<file path="src/rtl/hilo_pkg.sv">
// rtl/hilo_pkg.sv - shared types and constants for the Hi/Lo sequencer
package hilo_pkg;

   localparam int WORD_W       = 32;
   localparam int DIV_LAT_DEF  = 33;
   localparam int MULT_LAT_DEF = 33;

   typedef enum logic [2:0] {
      IDLE    = 3'd0,
      START_M = 3'd1,
      START_D = 3'd2,
      RUN_M   = 3'd3,
      RUN_D   = 3'd4,
      WRITE_M = 3'd5,
      WRITE_D = 3'd6,
      EXC     = 3'd7
   } state_t;

endpackage

</file>
<file path="src/rtl/hilo_sequencer_lat_counter.sv">
// rtl/hilo_sequencer_lat_counter.sv - loadable down-counter with zero flag
module lat_counter #(
   parameter int W = 6
) (
   input  logic         clk,
   input  logic         rst,
   input  logic         load,
   input  logic         en,
   input  logic [W-1:0] load_val,
   output logic         zero
);

   logic [W-1:0] count;

   // Saturates at zero so a unit left idle in RUN can never wrap.
   always_ff @(posedge clk or posedge rst) begin
      if (rst) begin
         count <= '0;
      end else if (load) begin
         count <= load_val;
      end else if (en && (count != '0)) begin
         count <= count - 1'b1;
      end
   end

   assign zero = (count == '0);

endmodule

</file>
<file path="src/rtl/hilo_sequencer.sv">
// rtl/hilo_sequencer.sv - MULT/DIV sequencing and Hi/Lo registers; DIVZERO_TRAP_EN enables the divide-by-zero trap
module hilo_sequencer
   import hilo_pkg::*;
#(
   parameter int DIV_LAT  = DIV_LAT_DEF,
   parameter int MULT_LAT = MULT_LAT_DEF
) (
   input  logic              clk,
   input  logic              reset,
   input  logic              op_mult,
   input  logic              op_div,
   input  logic              mthi,
   input  logic              mtlo,
   input  logic [WORD_W-1:0] wdata,
   input  logic              div_zero_in,
   input  logic [WORD_W-1:0] mult_hi,
   input  logic [WORD_W-1:0] mult_lo,
   input  logic [WORD_W-1:0] div_hi,
   input  logic [WORD_W-1:0] div_lo,
   output logic              mult_start,
   output logic              div_start,
   output logic              busy,
   output logic              done,
   output logic              div_zero_exc,
   output logic [WORD_W-1:0] hi,
   output logic [WORD_W-1:0] lo
);

   localparam int MAX_LAT = (DIV_LAT > MULT_LAT) ? DIV_LAT : MULT_LAT;
   localparam int CNT_W   = $clog2(MAX_LAT + 1);

   state_t             state;
   state_t             next_state;
   logic               cnt_load;
   logic               cnt_en;
   logic               cnt_zero;
   logic [CNT_W-1:0]   cnt_val;

   // Loading as START is entered and counting through START lines the
   // capture edge up with the unit's result becoming stable.
   assign cnt_load = (state == IDLE) && (op_mult || op_div);
   assign cnt_val  = op_mult ? CNT_W'(MULT_LAT) : CNT_W'(DIV_LAT);
   assign cnt_en   = (state == START_M) || (state == START_D) ||
                     (state == RUN_M)   || (state == RUN_D);

   lat_counter #(.W(CNT_W)) u_lat_counter (
      .clk      (clk),
      .rst      (reset),
      .load     (cnt_load),
      .en       (cnt_en),
      .load_val (cnt_val),
      .zero     (cnt_zero)
   );

`ifndef DIVZERO_TRAP_EN
   logic unused_div_zero;
   assign unused_div_zero = div_zero_in;
`endif

   always_comb begin
      next_state = state;
      case (state)
         IDLE: begin
            if (op_mult) begin
               next_state = START_M;
            end else if (op_div) begin
               next_state = START_D;
            end
         end
         START_M: next_state = RUN_M;
`ifdef DIVZERO_TRAP_EN
         START_D: next_state = div_zero_in ? EXC : RUN_D;
`else
         START_D: next_state = RUN_D;
`endif
         RUN_M:   if (cnt_zero) next_state = WRITE_M;
         RUN_D:   if (cnt_zero) next_state = WRITE_D;
         WRITE_M: next_state = IDLE;
         WRITE_D: next_state = IDLE;
         EXC:     next_state = IDLE;
         default: next_state = IDLE;
      endcase
   end

   always_ff @(posedge clk or posedge reset) begin
      if (reset) begin
         state        <= IDLE;
         mult_start   <= 1'b0;
         div_start    <= 1'b0;
         busy         <= 1'b0;
         done         <= 1'b0;
         div_zero_exc <= 1'b0;
         hi           <= '0;
         lo           <= '0;
      end else begin
         state      <= next_state;
         mult_start <= (next_state == START_M);
         div_start  <= (next_state == START_D);
         busy       <= (next_state != IDLE);
         done       <= (state == WRITE_M) || (state == WRITE_D);
`ifdef DIVZERO_TRAP_EN
         div_zero_exc <= (state == EXC);
`else
         div_zero_exc <= 1'b0;
`endif
         // Register writes are only honoured in IDLE; WRITE owns hi/lo.
         case (state)
            IDLE: begin
               if (mthi) hi <= wdata;
               if (mtlo) lo <= wdata;
            end
            WRITE_M: begin
               hi <= mult_hi;
               lo <= mult_lo;
            end
            WRITE_D: begin
               hi <= div_hi;
               lo <= div_lo;
            end
            default: ;
         endcase
      end
   end

endmodule

</file>
<file path="config.mk">
export PLATFORM = sky130hd
export DESIGN_NAME = hilo_sequencer
export DESIGN_NICKNAME = d
export VERILOG_FILES = /design/src/rtl/hilo_pkg.sv /design/src/rtl/hilo_sequencer_lat_counter.sv /design/src/rtl/hilo_sequencer.sv
export SDC_FILE = /design/constraint.sdc
export NUM_CORES = 1
export LEC_CHECK = 0
export ABC_CLOCK_PERIOD_IN_PS = 3560
export CAP_MARGIN = 20
export CELL_PAD_IN_SITES_DETAIL_PLACEMENT = 1
export CELL_PAD_IN_SITES_GLOBAL_PLACEMENT = 2
export CORE_ASPECT_RATIO = 1.2
export CORE_MARGIN = 2
export CORE_UTILIZATION = 23
export CTS_CLUSTER_DIAMETER = 50
export CTS_CLUSTER_SIZE = 10
export DETAILED_ROUTE_END_ITERATION = 16
export PLACE_DENSITY = 0.78
export SLEW_MARGIN = 20
export SYNTH_ARGS = -nofsm -noshare
export SYNTH_HDL_FRONTEND = slang
export SYNTH_SLANG_ARGS = --single-unit
</file>
<file path="constraint.sdc">
create_clock -name clk -period 3.56 [get_ports clk]
set_clock_uncertainty 0.2 [all_clocks]
set_input_delay 1.068 -clock clk [delete_from_list [all_inputs] [get_ports clk]]
set_output_delay 1.068 -clock clk [all_outputs]
set_load 0.02 [all_outputs]
</file>
**Run 1: metal 2**

The bar under the picture is 50 um long.
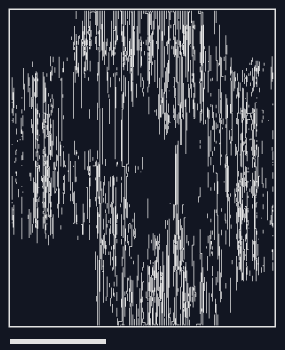
- wire length on this layer: 9810 um
- main direction: vertical

**Run 1: supply network**

Pins as bars on the die edge. Tap cells in grey.
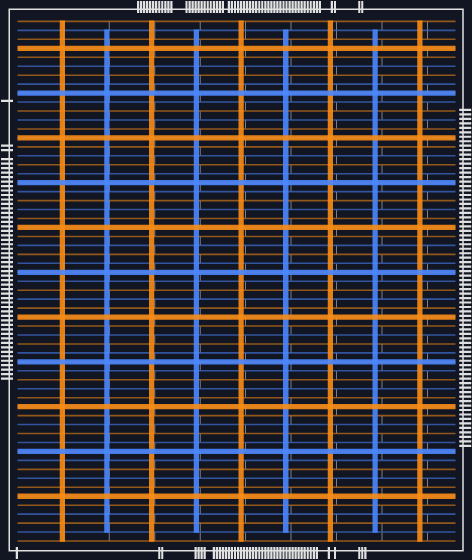
- VSS: orange
- VDD: blue
- rows: 58
- tap cells: 270
- met5 straps: 11
- signal pins: 236
Max IR drop VDD: 0.492 mV
die extent in x: 137 um
placeable core area: 0.0210 sq mm

**Run 1: clock distribution**

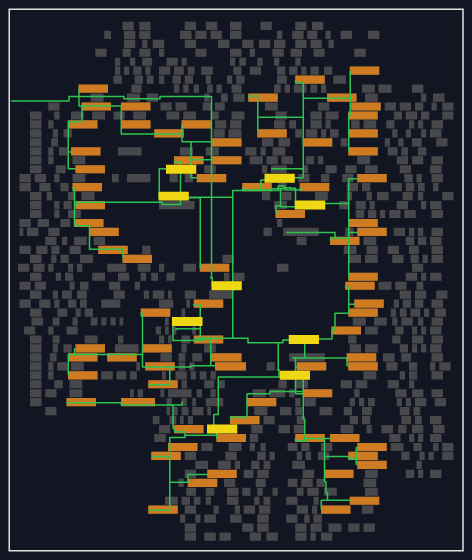
- clock wires: green (length 1170 um)
- flip-flops: orange (count 77)
- clock-net drivers: yellow (count 9)
- flops lie: widely spread
- routed clock nets: 10
clock share of power: 15.7%
source-to-sink clock delay at the later pin of the worst-skew pair: 0.33 ns
power consumed by the clock network: 0.00108 W

**Run 1: placed cells, one colour a class**

The bar under the picture is 50 um long. Fill, decap, tap and diode cells in grey.
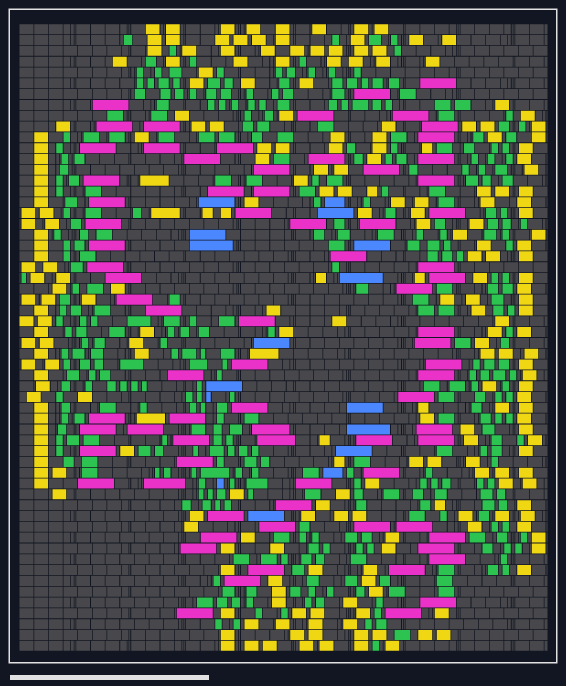
- remaining logic cells: green (cells 380; share of their area 36%)
- remaining buffers and delay cells: yellow (cells 247; share of their area 33%)
- sequential cells: magenta (cells 77; share of their area 26%)
- clock drivers and dummy loads: blue (cells 16; share of their area 4.7%)
Post-Route Utilization: 37.3%
Placement Rows: 58

==> qor.log, run 1 <==
[layout] largest contributor to cell area by class multi-input combinational cells
[grt] met3 routing resource usage after global routing 3.58%
[setup_path] reg2reg setup slack 0.72 ns
[layout] Final #Nets 883
[route] met1 wire length 7.86 mm
[worst_hold_path] type of the tightest min-delay check reg2reg
[clock_network] CTS root buffer sky130_fd_sc_hd__clkbuf_16
[sta] post-route fraction of the period consumed by the critical path 79.8%
[floorplanning] die area 0.0225 sq mm
[yosys] total cells reported by yosys after synthesis 506
[sta] final period demand of the worst path 2.84 ns
[layout] Non-CTS inverters 4
[route] via count 4890
[setup_path] slowest cell on the critical path sky130_fd_sc_hd__dfrtp_2
[setup_path] data arrival time at the worst-slack endpoint 2.91 ns
[layout] Fillers 2324
[layout] top logic cells by instance count in the layout sky130_fd_sc_hd__clkdlybuf4s50_1 (233), sky130_fd_sc_hd__dfrtp_1 (74), sky130_fd_sc_hd__nor3_1 (68)
[clock_network] Post-CTS Repair Setup Buffers 0
[power_and_ir_drop] cell leakage power 2.86 nW
[sta] Relative slew margins 49.9%
[power_and_ir_drop] power drawn by the combinational cells 0.00404 W
[power_and_ir_drop] Net Switching 0.00291 W
[grt] total congestion overflow after global routing 0
[yosys] and+or+nand+nor area frac 14.2%
[setup_path] maximum fanout encountered on the critical timing path 40
[sta] final-layout setup total negative slack 0 ns
[worst_hold_path] Worst Hold Path Cells 1
[setup_path] worst path buffer plus inverter count 1
[grt] pin count of the biggest net entering global routing 70
[clock_network] number of buffers between clock root and the deepest sink 2
[power_and_ir_drop] share of total power in combinational logic 58.8%
[setup_path] critical path required time 3.63 ns
[yosys] number of enable flip-flop cells 0
[yosys] distinct cell type count of the synthesized netlist 35
[power_and_ir_drop] P_seq 0.00175 W
[setup_path] startpoint of the worst register-to-register path state[1]
[placed_design] number of buffers added on ports 233
[yosys] synthesized instance count 506
[setup_path] CP startpoint kind register
[clock_network] TritonCTS Buffers 9
[layout] count of sequential standard cells 77
[run_status] run status finished, final reports clean
[floorplanning] fp util 23.4%
[setup_path] series of cell instances along the critical path nand2b_2 > buf_4 > o21ai_0 > a211oi_1 > mux2_2
[route] routed wirelength normalized by instance count 19.5 um
[yosys] tally of yosys warning messages 0
[setup_path] critical path endpoint category register
[placed_design] pre-CTS setup slack 0.571 ns
[grt] number of global-route vias before repair 5385
[yosys] synthesized netlist net count 674
[yosys] most used standard cell by instance count after synthesis sky130_fd_sc_hd__dfrtp_1
[grt] layer carrying the most global-route usage met2
[layout] Seq/total area 24.7%
[yosys] Synth async-reset ratio 100%
[sta] Slew @ Worst Pin 0.751 ns
[layout] fraction of layout cells with a size suffix above 1 18.8%
[layout] Clock buf/inv share 4.50%
[layout] Regs by FF count hi x32, lo x32, u_lat_counter.count x6
[grt] met1 Resource Use GR 19.9%
[yosys] Post-synth seq share 39.3%
[grt] global-route wire length before repair 29.3 mm
[sta] achievable frequency 0.352 GHz
[grt] initial antenna violation count 0
[route] Total Routed Length 19.3 mm
[setup_path] Worst Setup SP state[1]
[route] remaining design rule violation count 0
[power_and_ir_drop] sequential cell fraction of total power 25.5%
[route] wire length on met2 9.80 mm
[layout] fraction of area in multi-input gates 34.4%
[power_and_ir_drop] total power draw 0.00687 W
[clock_network] number of buffers inserted by hold repair at cts 0
[sta] number of failing setup endpoints in the final timing report 0
[layout] count of antenna diodes in the layout 0
[power_and_ir_drop] Power Dens Cells 879 mW/mm^2
[layout] Seq. cell area 0.00193 sq mm
[grt] met2 demand-to-capacity share in global routing 29.8%
[route] drt via density 4.94
[placed_design] Final GP Congestion 0.809
[job] Log Warnings 27
[route] number of antenna-violating nets in the routed design 0
[yosys] post-synthesis mux area share 15.7%
[setup_path] Critical Path Sink lo[11]
[setup_path] endpoint of the lowest-slack register-to-register path lo[11]
[route] first-pass detailed-route iteration total 4
[setup_path] cell family with the largest share of critical-path delay flip-flops
[yosys] XOR/XNOR share of the synthesized area 0.357%
[sta] count of final hold-check violations 0
[layout] combinational gate area 0.00269 sq mm
[clock_network] number of instances resized during post-cts repair 0
[sta] final max-slew violation count 0
[layout] layout buffer count excluding clock buffers 247
[power_and_ir_drop] largest power group combinational logic
[yosys] top cells by count, synth sky130_fd_sc_hd__dfrtp_1 (77), sky130_fd_sc_hd__nor3_1 (68), sky130_fd_sc_hd__o21ai_0 (66)
[setup_path] type of the worst setup path reg2reg
[sta] smallest setup slack after layout 0.719 ns
[sta] unrepaired setup endpoints after global routing false
[layout] Commonest Layout Cell sky130_fd_sc_hd__clkdlybuf4s50_1
[yosys] cell type with the highest aggregate area in the netlist sky130_fd_sc_hd__dfrtp_1
[layout] Synth-to-Final Area Change 59.5%
[setup_path] count of cells along the worst register-to-register path 5
[sta] Final Hold Slack 0.305 ns
[yosys] top cells by area in the synthesized netlist sky130_fd_sc_hd__dfrtp_1 (39%), sky130_fd_sc_hd__mux2_2 (15%), sky130_fd_sc_hd__a211oi_1 (9.8%)
[placed_design] Post-DP HPWL 14.4 mm
[yosys] post-synthesis compound-gate area fraction 23.9%
[yosys] FF+latch count, synth 77
[placed_design] instance area at placement 0.00747 sq mm
[worst_hold_path] capture endpoint of the worst hold path lo[10]
[route] Highest Signal Layer met4
[power_and_ir_drop] internal power consumption 0.00396 W
[setup_path] depth of the critical timing path with buffers and inverters included 5
[layout] fraction of cell area in non-clock buffers 31.8%
[yosys] Dominant combinational family AND-OR/OR-AND gates
[yosys] Avg Synthesized Cell Area 9.69 sq um
[yosys] Synth Cell Area 0.00490 sq mm
[route] routed wl met3 1.21 mm
[yosys] area fraction in full adders, half adders and majority gates 0.255%
[placed_design] Cell Count Post-Placement 974
[yosys] top-area cell type share of the netlist area 39.3%
[job] number of max-cap violations 0
[floorplanning] Top Ports 236
[clock_network] H-Tree Depth 3
[clock_network] TritonCTS clock tree done
[clock_network] clock transition at the registers of the reported paths 0.06 ns
[setup_path] crit-path max cell delay 0.78 ns
[clock_network] clock sinks 77
[yosys] dominant register cell in the synthesized netlist sky130_fd_sc_hd__dfrtp_1
[grt] global-route total usage across every layer 16.8%
[floorplanning] number of well-tap cells placed 270
[layout] multi-input gate count 376
[power_and_ir_drop] Sw Share 42.4%
[worst_hold_path] hold path startpoint lo[10]
**Run 1: cell outlines without signal wires**

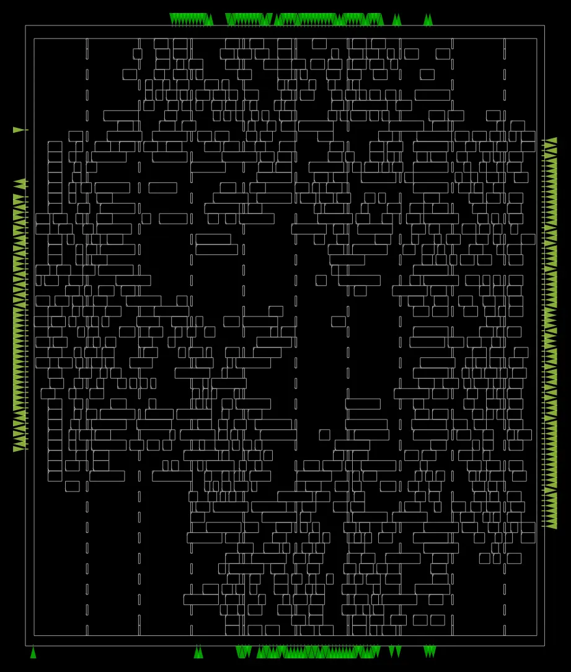

## Run 2: what changed since run 1
--- a/config.mk
+++ b/config.mk
@@ -5,17 +5,17 @@
 export SDC_FILE = /design/constraint.sdc
 export NUM_CORES = 1
 export LEC_CHECK = 0
-export ABC_CLOCK_PERIOD_IN_PS = 3560
+export ABC_CLOCK_PERIOD_IN_PS = 2400
 export CAP_MARGIN = 20
 export CELL_PAD_IN_SITES_DETAIL_PLACEMENT = 1
 export CELL_PAD_IN_SITES_GLOBAL_PLACEMENT = 2
 export CORE_ASPECT_RATIO = 1.2
 export CORE_MARGIN = 2
-export CORE_UTILIZATION = 23
+export CORE_UTILIZATION = 21
 export CTS_CLUSTER_DIAMETER = 50
 export CTS_CLUSTER_SIZE = 10
 export DETAILED_ROUTE_END_ITERATION = 16
-export PLACE_DENSITY = 0.78
+export PLACE_DENSITY = 0.75
 export SLEW_MARGIN = 20
 export SYNTH_ARGS = -nofsm -noshare
 export SYNTH_HDL_FRONTEND = slang
==> constraint.sdc (replaced) <==
create_clock -name clk -period 2.4 [get_ports clk]
set_clock_uncertainty 0.2 [all_clocks]
set_input_delay 0.72 -clock clk [delete_from_list [all_inputs] [get_ports clk]]
set_output_delay 0.72 -clock clk [all_outputs]
set_load 0.02 [all_outputs]
**Run 2: cell outlines without signal wires**

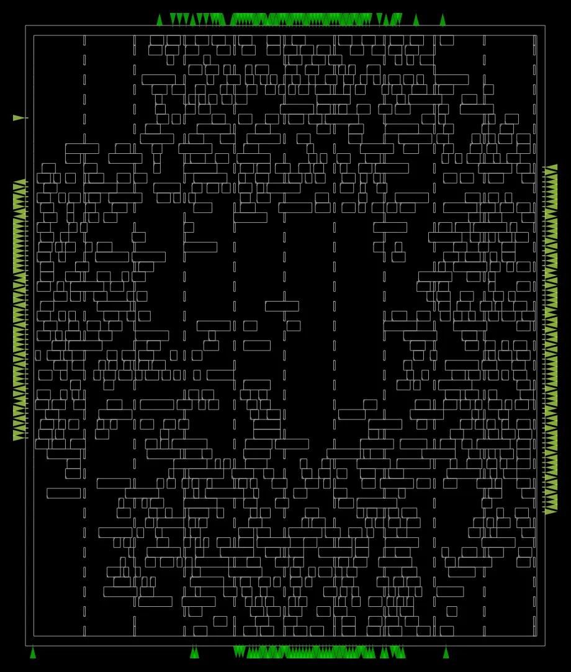
count of sequential standard cells: 77
placeable core area: 0.0230 sq mm
Placement Rows: 61

==> run 2 against run 1 <==
Effect of this change: core utilization shrank 2.6 points; sequential power grew 37%; sequential cell count is the same; die size grew 9.3%; global-route usage shrank 0.94 points; first-iteration DRC count shrank 1.7%; final cell count grew 5.4%; area after synthesis is the same; critical path depth shrank 4; worst setup slack lost 0.60 ns; combinational power grew 59%.
==> qor.log, run 2 <==
[yosys] post-synthesis mux area share 15.7%
[yosys] post-synthesis compound-gate area fraction 23.9%
[yosys] total cells reported by yosys after synthesis 506
[yosys] Synth async-reset ratio 100%
[yosys] XOR/XNOR share of the synthesized area 0.357%
[placed_design] Final GP Congestion 0.767
[yosys] FF+latch count, synth 77
[placed_design] number of buffers added on ports 233
[sta] Final Hold Slack 0.302 ns
[power_and_ir_drop] Sw Share 42.8%
[power_and_ir_drop] largest power group combinational logic
[layout] Clock buf/inv share 3.79%
[setup_path] reg2reg setup slack 0.37 ns
[layout] fraction of cell area in non-clock buffers 33.1%
[layout] top logic cells by instance count in the layout sky130_fd_sc_hd__clkdlybuf4s50_1 (233), sky130_fd_sc_hd__dfrtp_1 (74), sky130_fd_sc_hd__nor3_1 (68)
[floorplanning] fp util 21.3%
[power_and_ir_drop] sequential cell fraction of total power 23.3%
[yosys] area fraction in full adders, half adders and majority gates 0.255%
[clock_network] number of instances resized during post-cts repair 0
[setup_path] type of the worst setup path reg2out
[setup_path] maximum fanout encountered on the critical timing path 2
[placed_design] pre-CTS setup slack 0.000380 ns
[layout] combinational gate area 0.00269 sq mm
[route] first-pass detailed-route iteration total 4
[clock_network] TritonCTS Buffers 9
[floorplanning] die area 0.0246 sq mm
[grt] pin count of the biggest net entering global routing 65
[yosys] Dominant combinational family AND-OR/OR-AND gates
[sta] final-layout setup total negative slack 0 ns
[sta] smallest setup slack after layout 0.114 ns
[layout] multi-input gate count 376
[power_and_ir_drop] Net Switching 0.00438 W
[route] via count 4892
[yosys] Synth Cell Area 0.00490 sq mm
[clock_network] source-to-sink clock delay at the later pin of the worst-skew pair 0.34 ns
[worst_hold_path] hold path startpoint hi[30]
[yosys] distinct cell type count of the synthesized netlist 35
[power_and_ir_drop] internal power consumption 0.00586 W
[yosys] Avg Synthesized Cell Area 9.69 sq um
[power_and_ir_drop] P_seq 0.00239 W
[power_and_ir_drop] clock share of power 13.9%
[layout] Synth-to-Final Area Change 62.9%
[layout] Seq. cell area 0.00193 sq mm
[setup_path] CP startpoint kind register
[layout] Commonest Layout Cell sky130_fd_sc_hd__clkdlybuf4s50_1
[yosys] synthesized instance count 506
[placed_design] Post-DP HPWL 14.3 mm
[setup_path] critical path required time 1.48 ns
[grt] total congestion overflow after global routing 0
[placed_design] instance area at placement 0.00769 sq mm
[layout] Seq/total area 24.2%
[layout] Non-CTS inverters 4
[grt] global-route wire length before repair 29.8 mm
[yosys] top-area cell type share of the netlist area 39.3%
[clock_network] clock transition at the registers of the reported paths 0.06 ns
[setup_path] series of cell instances along the critical path clkdlybuf4s50_1
[floorplanning] number of well-tap cells placed 315
[yosys] most used standard cell by instance count after synthesis sky130_fd_sc_hd__dfrtp_1
[yosys] number of enable flip-flop cells 0
[setup_path] crit-path max cell delay 0.67 ns
[power_and_ir_drop] Max IR drop VDD 0.556 mV
[layout] fraction of area in multi-input gates 33.7%
[power_and_ir_drop] power consumed by the clock network 0.00142 W
[sta] number of failing setup endpoints in the final timing report 0
[setup_path] count of cells along the worst register-to-register path 5
[yosys] Post-synth seq share 39.3%
[grt] global-route total usage across every layer 15.9%
[setup_path] data arrival time at the worst-slack endpoint 1.37 ns
[grt] met3 routing resource usage after global routing 3.37%
[clock_network] Post-CTS Repair Setup Buffers 0
[power_and_ir_drop] cell leakage power 2.89 nW
[setup_path] startpoint of the worst register-to-register path state[0]
[worst_hold_path] type of the tightest min-delay check reg2reg
[grt] met1 Resource Use GR 19.7%
[layout] Regs by FF count hi x32, lo x32, u_lat_counter.count x6
[setup_path] Worst Setup SP hi[23]
[yosys] and+or+nand+nor area frac 14.2%
[route] wire length on met2 9.73 mm
[setup_path] endpoint of the lowest-slack register-to-register path hi[15]
[sta] final period demand of the worst path 2.29 ns
[worst_hold_path] capture endpoint of the worst hold path hi[30]
[grt] layer carrying the most global-route usage met2
[yosys] top cells by count, synth sky130_fd_sc_hd__dfrtp_1 (77), sky130_fd_sc_hd__nor3_1 (68), sky130_fd_sc_hd__o21ai_0 (66)
[yosys] dominant register cell in the synthesized netlist sky130_fd_sc_hd__dfrtp_1
[layout] fraction of layout cells with a size suffix above 1 19.6%
[yosys] tally of yosys warning messages 0
[layout] Post-Route Utilization 34.7%
[sta] post-route fraction of the period consumed by the critical path 95.3%
[setup_path] critical path endpoint category output pin
[route] routed wirelength normalized by instance count 18.9 um
[setup_path] worst path buffer plus inverter count 1
[run_status] run status finished, final reports clean
[grt] number of global-route vias before repair 5198
[setup_path] depth of the critical timing path with buffers and inverters included 1
[clock_network] CTS root buffer sky130_fd_sc_hd__clkbuf_16
[job] number of max-cap violations 0
[setup_path] cell family with the largest share of critical-path delay buffers and inverters
[clock_network] TritonCTS clock tree done
[grt] initial antenna violation count 1
[power_and_ir_drop] Power Dens Cells 1280 mW/mm^2
[setup_path] Critical Path Sink hi[23]
[yosys] top cells by area in the synthesized netlist sky130_fd_sc_hd__dfrtp_1 (39%), sky130_fd_sc_hd__mux2_2 (15%), sky130_fd_sc_hd__a211oi_1 (9.8%)
[layout] Final #Nets 891
[power_and_ir_drop] power drawn by the combinational cells 0.00643 W
[yosys] synthesized netlist net count 674
[floorplanning] Top Ports 236
[sta] final max-slew violation count 0
[layout] count of antenna diodes in the layout 0
[sta] Slew @ Worst Pin 0.570 ns
[worst_hold_path] Worst Hold Path Cells 1
[clock_network] clock sinks 77
[route] routed wl met3 1.17 mm
[route] number of antenna-violating nets in the routed design 0
[setup_path] slowest cell on the critical path sky130_fd_sc_hd__clkdlybuf4s50_1
[layout] layout buffer count excluding clock buffers 255
[job] Log Warnings 27
[sta] Relative slew margins 61.7%
[sta] unrepaired setup endpoints after global routing false
[sta] count of final hold-check violations 0
[layout] Fillers 2636
[route] met1 wire length 8.47 mm
[sta] achievable frequency 0.437 GHz
[yosys] cell type with the highest aggregate area in the netlist sky130_fd_sc_hd__dfrtp_1
[clock_network] number of buffers between clock root and the deepest sink 2
Power figures rest on the tool's default switching activity, not on a simulated workload.
